==> config.mk <==
export PLATFORM = sky130hd
export DESIGN_NAME = axi_fifo
export DESIGN_NICKNAME = d
export VERILOG_FILES = /design/src/rtl/axi_fifo.sv
export SDC_FILE = /design/constraint.sdc
export NUM_CORES = 1
export LEC_CHECK = 0
export CORE_ASPECT_RATIO = 1.25
export CORE_UTILIZATION = 55
export DETAILED_ROUTE_END_ITERATION = 8
export GPL_ROUTABILITY_DRIVEN = 0
export PLACE_DENSITY = 0.85
export SLEW_MARGIN = 20
export SYNTH_ARGS = -nofsm -noshare
export SYNTH_HDL_FRONTEND = slang
export SYNTH_SLANG_ARGS = --single-unit
export TNS_END_PERCENT = 10
==> constraint.sdc <==
create_clock -name clk -period 6.05 [get_ports clk]
set_clock_uncertainty 0.2 [all_clocks]
set_input_delay 1.21 -clock clk [delete_from_list [all_inputs] [get_ports clk]]
set_output_delay 1.21 -clock clk [all_outputs]
set_load 0.005 [all_outputs]
Figure 1. Pin placement.
Scale: 1.5 px per um. Pins as bars across the die edge, other pins in grey.
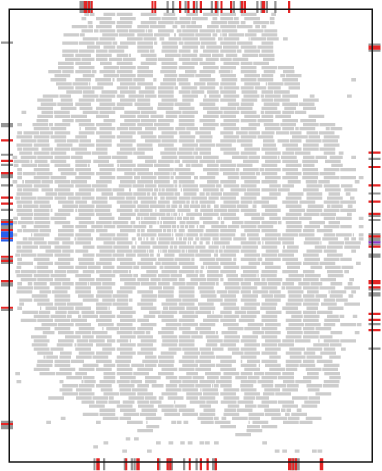
[blue] `count` | pins: 5 | direction: output | edge: west
[red] `s_data` | pins: 64 | direction: output | edge: 18 south, 18 north, 15 east, 13 west
[purple] `s_valid` | pins: 1 | direction: output | edge: east
tally of buffers added on design ports: 139
die width: 241.1 um
height of the chip: 300.8 um

Figure 2. Cells by drive strength.
Scale: 1.5 px per um.
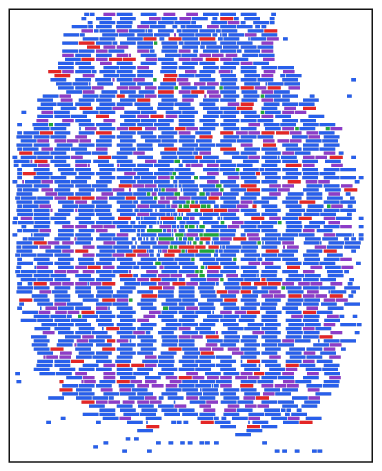
[blue] _0 and _1 cells | cells: 1277
[green] _3 and _4 cells | cells: 61
[red] _6 and larger | cells: 128
[purple] _2 cells | cells: 347
count of buffers not belonging to the clock network in the layout: 186
layout overhead on the synthesized area: 15.28%

Figure 3. Wiring by layer.
Scale: 1.5 px per um. Only two layers are drawn.
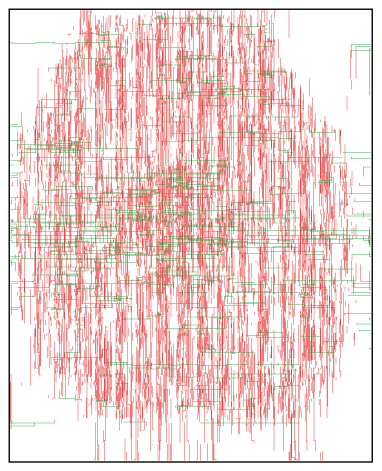
[red] metal 2 | wire length: 48.3 mm
[green] metal 3 | wire length: 8300 um
combined global-route utilization of all metal layers: 26.01%
average routed wire per standard cell: 33.12 um
via count: 18.07k

Figure 4. Wires at chosen ports, followed through buffers.
Scale: 1 px per um.
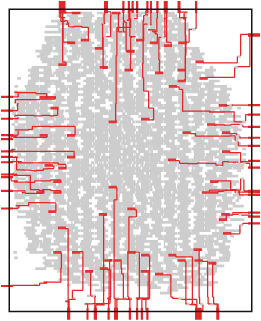
[red] `s_data` | bits: 64 | direction: output | edge: 18 south, 18 north, 15 east, 13 west | end cells: 64 | buffers: 64 | wire: 4010 um
number of I/O pins: 140

Figure 5. Placement view.
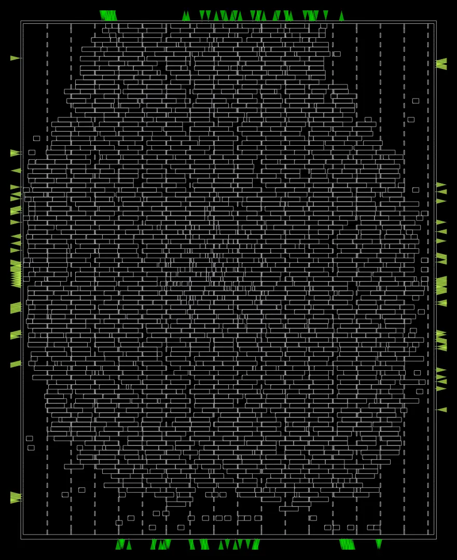
utilization after layout: 64.12%
number of flip-flops and latches: 1040
TAP cells: 943

==> notes.md <==
Summary of implementation figures.

Layout
The count of cells in the finished layout, fillers not included, comes to 2756. The area of all placed cells without fillers is approximately 45000 um^2. In the layout the commonest cells are sky130_fd_sc_hd__edfxtp_1, sky130_fd_sc_hd__mux4_2, sky130_fd_sc_hd__clkdlybuf4s50_1. The number of antenna diodes in the final layout is 0. The dominant logic cell type in the layout is sky130_fd_sc_hd__edfxtp_1. Cells with a size suffix above 1 make up between 20% and 30% of the layout.

Synth
In the synthesized netlist the async set-or-reset flop fraction comes to 1.538%. Looking at the cell usage after synthesis, the top flip-flop cell is sky130_fd_sc_hd__edfxtp_1. The number of cells in the yosys synthesis report is 1529. The area figure in the yosys stat output is around 39000 um^2. In the synthesized netlist, the cells that appear most often are sky130_fd_sc_hd__edfxtp_1, sky130_fd_sc_hd__mux4_2, sky130_fd_sc_hd__clkbuf_1, sky130_fd_sc_hd__buf_2, sky130_fd_sc_hd__nor2_1. Counting flops and latches in the post-synthesis netlist gives 1040. The post-synthesis area per instance is 25.70 um^2.

The synthesized netlist contains 35 unique library cells. The number of enable-type register cells in the synthesized netlist is 1024. For reference, the top cells by area after synthesis are sky130_fd_sc_hd__edfxtp_1, sky130_fd_sc_hd__mux4_2, sky130_fd_sc_hd__dfrtp_1. The top cell type by area accounts for 78.26% of the synthesized area.

Power
The power spent charging and discharging nets is ~5.8 mW. The share of total power dissipated in combinational logic is 28.1%. Of the total power, the share spent switching nets is 27.89%. The power density over the cells is 455.5 nW/um^2. The power attributed to combinational cells is 5.80 mW. Of all power groups, the one with the highest power is registers. Summed over all cells, the static leakage comes to approximately 14 nW.

Global route
In the global route stage, met1 resource usage came out at about 34%. On met2, the global router reports a usage of roughly 44%. The number of antenna violations at the first check in global routing is 2.

The met3 track demand over resource in global routing is 5.189%. The number of global-route vias before repair came to between 15k and 20k. The maximum number of pins on one net before global-route repair is around 85.

Final timing
The routed design could run at a clock period as short as 5.109 ns. Setup repair after global routing left no endpoint under its margin. The final number of hold-violating endpoints is 0.

Once routing completed, OpenROAD measured the worst setup slack at about 0.94 ns. The total setup violations reported at the end of the flow is 0. The worst-margin pin slew is 0.9822 ns.

Route
After detailed routing, the met3 layer carries around 8300 um of wire. Signal routing reaches up to met5. The number of violations reported at the end of detailed-routing iteration 0 is 2245. The DRC violation count after routing is 0.

The via-per-instance ratio is 6.557. The routed design has 91270 um of wire. The detailed-router iteration count before antenna repair is 8. The met1 routed wirelength after detailed routing is ~32000 um.

Setup path
The delay of the slowest cell on the worst path is 0.87 ns. Among the stages of the critical path, the cell type that occurs most often is sky130_fd_sc_hd__mux4_2. The number of logic stages on the critical path including buffering is 4.

Looking at the critical path, the single cell with the biggest stage delay is sky130_fd_sc_hd__dfrtp_4. The required time at the worst-slack endpoint is around 4.6 ns. The worst setup path is of the flop to primary output kind. The cell depth of the worst flop-to-flop path is 7. The critical path startpoint category is a flop. The maximum net fanout on the critical path is between 60 and 70. The arrival time of data at the critical path endpoint is 3.70 ns.

Place
STA on the placed design reports a worst setup slack of 1.146 ns.

CTS
TritonCTS built the clock tree. The CTS sink count is about 1.0k. Looking at the post-CTS report, the setup buffer insertion count equals 0. On the reported timing paths, the clock transition at the registers reads 0.07 ns. The number of hold buffers added after CTS was 0.

Die
The die covers 72520 um^2. The share of the core filled by cells before placement is 55.62%.

Hold path
In the hold timing report, the worst path depth is 1. Checking hold timing, the worst path is listed with class flop to flop.

Outcome
The flow ran to the end, and the final reports show no timing, DRC or antenna violations.
-- kinds of logic after synthesis --
group,count (synthesis),synth area share [%]
compound gates,13,0.2516
mux,320,18.34
buf+inv,80,0.8757
simple gates,52,0.6496
flops,1040,79.28
xor+xnor,17,0.3789
fa+ha+maj,7,0.2229
-- stage by stage --
step                TNS, ns  utilization [%]  power [mW]
finish                    0            64.12       20.63
global route              0            64.12       21.26
CTS                       0            64.12       20.78
detailed placement        0            59.73       14.67
global placement          0            59.73       14.52
floorplan           -245.95                -       12.30
-- layout make-up --
cell class              count  area, um^2  area share [%]
multi-input cells         409        7914           17.47
clock buffers             108        2415           5.331
repair buffers            186        1919           4.237
clock inverters            65       684.4           1.511
well taps                 943        1180           2.605
flip-flops and latches   1040       31160           68.80
inverters                   5       18.77         0.04143
Power figures rest on the tool's default switching activity, not on a simulated workload.
